File: src/rtl/wb_rsp_fifo.sv
// Response buffer between the Wishbone master return channel and the UART coder.
// The memory holds every stored word; the output slot is a registered copy of mem[rptr].
module wb_rsp_fifo #(
    parameter int DW     = 34,
    parameter int LGFLEN = 4
) (
    input  logic              i_clk,
    input  logic              i_reset,
    input  logic              i_stb,
    input  logic [DW-1:0]     i_word,
    input  logic              i_busy,
    output logic              o_stb,
    output logic [DW-1:0]     o_word,
    output logic [LGFLEN:0]   o_fill,
    output logic              o_full,
    output logic              o_almost_full,
    output logic              o_overflow,
    input  logic              i_clr_overflow
);

    localparam int DEPTH = 1 << LGFLEN;
    localparam logic [LGFLEN:0] FULL_LVL   = (LGFLEN+1)'(DEPTH);
    localparam logic [LGFLEN:0] ALMOST_LVL = (LGFLEN+1)'(DEPTH - 2);
    localparam logic [LGFLEN:0] ONE        = (LGFLEN+1)'(1);
    localparam logic [LGFLEN:0] ZERO       = '0;

    logic [DW-1:0]     mem [DEPTH];
    logic [LGFLEN-1:0] wptr, rptr, rnext;
    logic              push, pop;
    logic [LGFLEN:0]   fill_next;

    assign pop   = o_stb && !i_busy;
    // A full buffer still accepts a write when the slot drains in the same cycle.
    assign push  = i_stb && (!o_full || pop);
    assign rnext = rptr + 1'b1;

    always_comb begin
        fill_next = o_fill;
        if (push && !pop)
            fill_next = o_fill + ONE;
        else if (!push && pop)
            fill_next = o_fill - ONE;
    end

    // Storage is not reset; pointers and fill define what is valid.
    always_ff @(posedge i_clk) begin
        if (push)
            mem[wptr] <= i_word;
    end

    always_ff @(posedge i_clk or posedge i_reset) begin
        if (i_reset) begin
            wptr          <= '0;
            rptr          <= '0;
            o_fill        <= '0;
            o_stb         <= 1'b0;
            o_word        <= '0;
            o_full        <= 1'b0;
            o_almost_full <= 1'b0;
        end else begin
            if (push)
                wptr <= wptr + 1'b1;
            if (pop)
                rptr <= rnext;
            o_fill        <= fill_next;
            o_stb         <= (fill_next != ZERO);
            o_full        <= (fill_next == FULL_LVL);
            o_almost_full <= (fill_next >= ALMOST_LVL);
            // With one word left, a simultaneous push must feed the slot directly.
            if (pop) begin
                if (o_fill > ONE)
                    o_word <= mem[rnext];
                else if (push)
                    o_word <= i_word;
            end else if (push && o_fill == ZERO) begin
                o_word <= i_word;
            end
        end
    end

    always_ff @(posedge i_clk or posedge i_reset) begin
        if (i_reset)
            o_overflow <= 1'b0;
        else if (i_stb && !push)
            o_overflow <= 1'b1;
        else if (i_clr_overflow)
            o_overflow <= 1'b0;
    end

endmodule

File: config.mk
export PLATFORM = sky130hd
export DESIGN_NAME = wb_rsp_fifo
export DESIGN_NICKNAME = d
export VERILOG_FILES = /design/src/rtl/wb_rsp_fifo.sv
export SDC_FILE = /design/constraint.sdc
export NUM_CORES = 1
export LEC_CHECK = 0
export CAP_MARGIN = 30
export CELL_PAD_IN_SITES_DETAIL_PLACEMENT = 0
export CELL_PAD_IN_SITES_GLOBAL_PLACEMENT = 1
export CORE_MARGIN = 1
export CORE_UTILIZATION = 55
export CTS_CLUSTER_DIAMETER = 150
export CTS_CLUSTER_SIZE = 14
export DETAILED_ROUTE_END_ITERATION = 16
export PLACE_DENSITY = 0.92
export SLEW_MARGIN = 20
export SYNTH_ARGS = -nofsm -noshare
export SYNTH_HDL_FRONTEND = slang
export SYNTH_SLANG_ARGS = --single-unit
File: constraint.sdc
create_clock -name i_clk -period 10.5 [get_ports i_clk]
set_input_delay 2.625 -clock i_clk [delete_from_list [all_inputs] [get_ports i_clk]]
set_output_delay 2.625 -clock i_clk [all_outputs]
set_load 0.005 [all_outputs]
==> summary.txt <==
Results of the run.

The flow ran to the end, but the final reports show violations. The final reports fail on design-rule violations. The area fraction in full adders, half adders and majority gates is less than 1%.

Clock tree synthesis inserted a total of ~48 buffers. Per the layout area report, the combinational gate area comes to between 0.005 and 0.006 mm^2. The horizontal die dimension is approximately 210 um.

The worst setup path is captured at a register. The yosys warning tally is 0. The synthesis-stage register bit count is 595. The cell taking the most area after synthesis is edfxtp_1. The data arrival time of the critical path is about 5.4 ns. After the first detailed-routing iteration, the DRC count stood at 1212.

The maximum buffer depth of the clock tree is 3. The final net count is around 1500. The remaining global-route overflow is 0.

The design area is about 0.026 mm^2. Hold timing on the final database bottoms out at a slack of between 0.4 and 0.5 ns. The global-route total usage across every layer is between 20 and 25%. The congestion estimate from routability-driven global placement came to just under 0.8. The aoi/oai-family share of the synthesized area is 6.067%. In the per-layer breakdown of the detailed-route log, met1 shows a little over 20000 um. The fraction of final layout cells with drive strength greater than 1 is between 7 and 8%. The total power per unit cell area is ~300 mW/mm^2. The clock net sink count is 595.

The hold-critical path endpoint is rptr[3]. The latest clock arrival within the worst-skew pair is roughly 0.57 ns. The die is slightly above 200 um tall. When the netlist entered floorplanning its net count stood at between 1000 and 1500. For this run, design rule violations remaining after detail routing come to 2. The sum of negative setup slack is 0 ns. The synthesized instance count is 1354.

The worst-case headroom to the max-slew limit is 31.60%. The achievable clock frequency is 0.1940 GHz. The endpoint of the worst register-to-register path is o_word[24]. The count of standard-cell rows is about 75.

The number of hold buffers added after CTS was 0. The classification of the worst setup path is in -> reg. The area of the die is 0.04316 mm^2. The max capacitance violation total is 0. The script logs the mean routed wire length per placed instance as roughly 25 um. The post-route clock period utilization is 49.10%.

Detailed routing placed a total of about 3300 um of wire on met3. The clock tree from TritonCTS is done. The core region is roughly 0.042 mm^2.

The total I/O pin count is 82. Max fanout on the critical path was recorded as 20. The most common flop cell mapped by yosys is edfxtp_1.

The netlist area before placement is 0.02328 mm^2. For this run, the chip area from Yosys synthesis comes to 0.02328 mm^2. The transition time at the pin with the least slew margin is a little over 1 ns. In the synthesized netlist the async set-or-reset flop fraction comes to 8.571%. The final number of setup-violating endpoints is 0. The portion of synthesized cell area occupied by the leading cell type is a little over two thirds.

The register share after synthesis is between 70% and 80%. From synthesis to final layout, the design area changed by 13.32%. The synthesis report lists the most area-consuming cells as edfxtp_1 (70%), mux2i_1 (12%), dfrtp_1 (5.5%). Note that the worst hold path type here is reg -> reg.

Along the worst hold path, the cell count comes to 1. The cell total in the yosys stat output is 1354. OpenROAD emitted warnings numbering 32. Summing the areas of all xor and xnor instances in the mapped netlist gives less than 1% of the synthesized area. Once detailed placement completed, the half-perimeter wirelength came to roughly 28000 um. The nature of the critical path startpoint is an input pin. The H-tree depth is 2. The number of pins exceeding their max-slew limit in the final report is 0. In this run the critical register-to-register path is launched from rptr[0]. The iteration tally of the first detailed-router pass is 11. Summed over all cells, the static leakage comes to 0.009154 uW.

At the floorplan stage, the core utilization is reported as approximately 56%. In this run the register-to-register setup slack is approximately 6.5 ns. The via count of the first global-routing pass came to roughly 13000.

The final worst setup slack is between 5 and 6 ns. The registers of the reported paths see a clock transition of ~0.07 ns. Logged for this run, the post-placement worst setup slack is about 4.8 ns. The area used by sequential logic in the layout is between 0.015 and 0.02 mm^2. The count of antenna-violating nets left after detailed routing is 0. Yosys mapped a number of flops with a built-in enable equal to around 540. The first-pass GRT wire length is around 75000 um. The number of buffers added for setup after CTS is 0. The number of antenna diodes is 0. Input and output buffers added on the ports amount to slightly above 80. The number of gates resized after CTS was 0.

The clock tree root driver cell is clkbuf_16. Per the power-grid run, VDD falls by no more than approximately 0.27 mV. The final period demand of the worst path is a little over 5 ns. The worst register-to-register path has a depth of 8.

After layout, the setup clock skew is reported as approximately 0.012 ns. The post-synthesis cell type count is 38. The routed design shows a via density per instance of 6.267.

The average cell area after synthesis is roughly 17 um^2. The worst endpoint required time is around 11 ns. The largest non-sequential cell family by area is multiplexers. The largest net degree at the start of global routing is 69. Per the final timing report, the hold violations number 0. Per the synthesis report, the simple-gate share of the synthesized area is 3.810%. Looking at hold timing, the worst path starts from rptr[3]. The portion of netlist area occupied by mux cells is between 10% and 20%. Setup repair after global routing left no endpoint under its margin.

After detailed routing, no signal wire sits above met4. The initial antenna violation count is 0. The top logic cell by instance count in the layout is edfxtp_1. The filler cells instantiated in the layout total ~2900. Wire segments on met2 add up to between 20000 and 25000 um in the final route.

Per the cell usage report, the commonest logic cells after layout are edfxtp_1 (544), mux2i_1 (273), a22oi_1 (137), clkdlybuf4s50_1 (81), nand3_1 (72). The instance area at placement is between 0.02 and 0.025 mm^2.
## cells in the mapped netlist, types with 2 or more instances
cell,number
buf_6,3
o21ai_0,2
nor4b_1,2
nand2_1,9
clkbuf_1,53
buf_2,23
inv_1,11
nand3_1,72
nor3_1,5
a41o_1,2
xnor2_1,9
a31o_1,2
buf_1,4
o311ai_1,30
o311ai_0,4
a22oi_1,137
dfrtp_1,51
nor4_1,2
nor2_1,77
mux2i_1,273
ha_1,9
xor2_1,3
edfxtp_1,544
a21oi_1,2
and2_1,12
## critical path, stage by stage
cell and delay [ns]:
clkdlybuf4s50_1 0.46, nand2b_4 0.24, a21boi_1 0.57, nand3_1 0.47
nor2_4 0.55, buf_4 0.45
## worst max-delay path by stage
stage,start,endpoint,slack (ns),depth (start not counted)
detailed placement,i_busy,mem[12][10],4.80,6
global placement,i_busy,mem[14][33],4.81,5
floorplan,i_busy,mem[4][0],4.23,5
global route,i_busy,mem[12][13],5.25,6
CTS,i_busy,mem[12][12],5.39,6
finish,i_busy,mem[12][11],5.34,6
## layout make-up
| class | count | share of cell area, % |
|---|---|---|
| clock buffer | 86 | 5.255 |
| clock inverter | 2 | 0.09485 |
| inverter | 11 | 0.1565 |
| multi-input combinational | 665 | 20.40 |
| sequential | 595 | 66.76 |
| tap | 539 | 2.556 |
| timing repair buffer | 112 | 4.780 |
## power by group
part           internal, uW  total [uW]  switching [uW]
logic                  1290        3080            1790
registers              2910        3060             153
clock network           892        1670             779
## stage by stage
| step | cells | util [%] | total power (uW) |
|---|---|---|---|
| after floorplan | 1354 | - | 5176 |
| after detailed placement | 1919 | 59.47 | 6120 |
| after global placement | 1910 | 58.93 | 6000 |
| after CTS | 2007 | 62.84 | 7782 |
| final | 2010 | 63.04 | 7809 |
| after global routing | 2010 | 63.04 | 8145 |
## logic make-up after synthesis
family,after synthesis
XOR/XNOR,13
multiplexers,273
adder cells (fa/ha/maj),9
flip-flops,595
AND/OR/NAND/NOR,187
AND-OR/OR-AND,183
buffers and inverters,94
## routing by layer
layer,GRT usage (%),vias up
li1,-,5525
met1,31.81,6411
met2,38.20,540
met3,3.041,120
met4,8.812,0
met5,0,-
## state kept, by name (all words and copies together), names as in the netlist
| signal | cells |
|---|---|
| mem | 544 |
| o_almost_full | 1 |
| wptr | 4 |
| rptr | 4 |
| o_word | 34 |
| o_fill | 5 |
| o_overflow | 1 |
| o_full | 1 |
| o_stb | 1 |
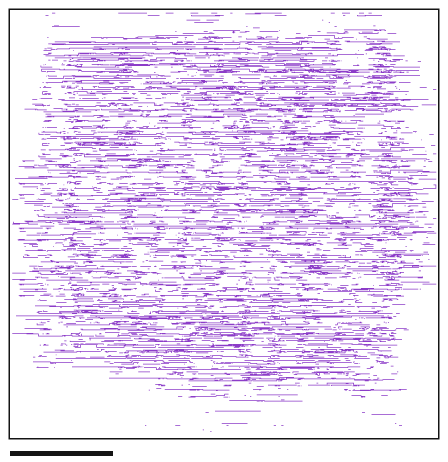
**Above:** the metal 1 layer.
Scale bar: 50 um.
wire length on this layer	20.6 mm
share of all routed wire	41%
longest straight run	78.2 um
nets with wire on the layer	1400
M1 GR Usage: 31.81%
routed wire length: 49930 um

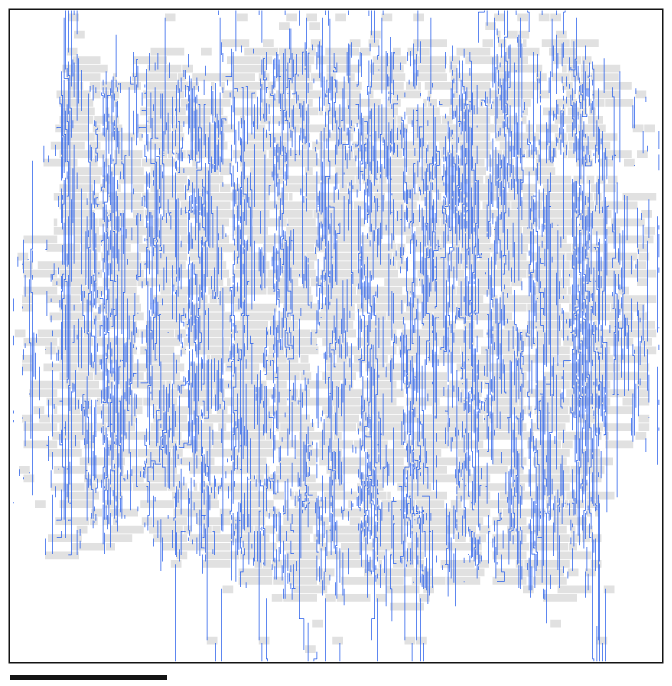
**Above:** signal wires on met2.
Scale bar: 50 um.
longest straight run	87.5 um
nets with wire on the layer	1241
via count: 12596
met2 track demand over resource: 38.20%

Power is estimated from default activity; no workload was simulated.
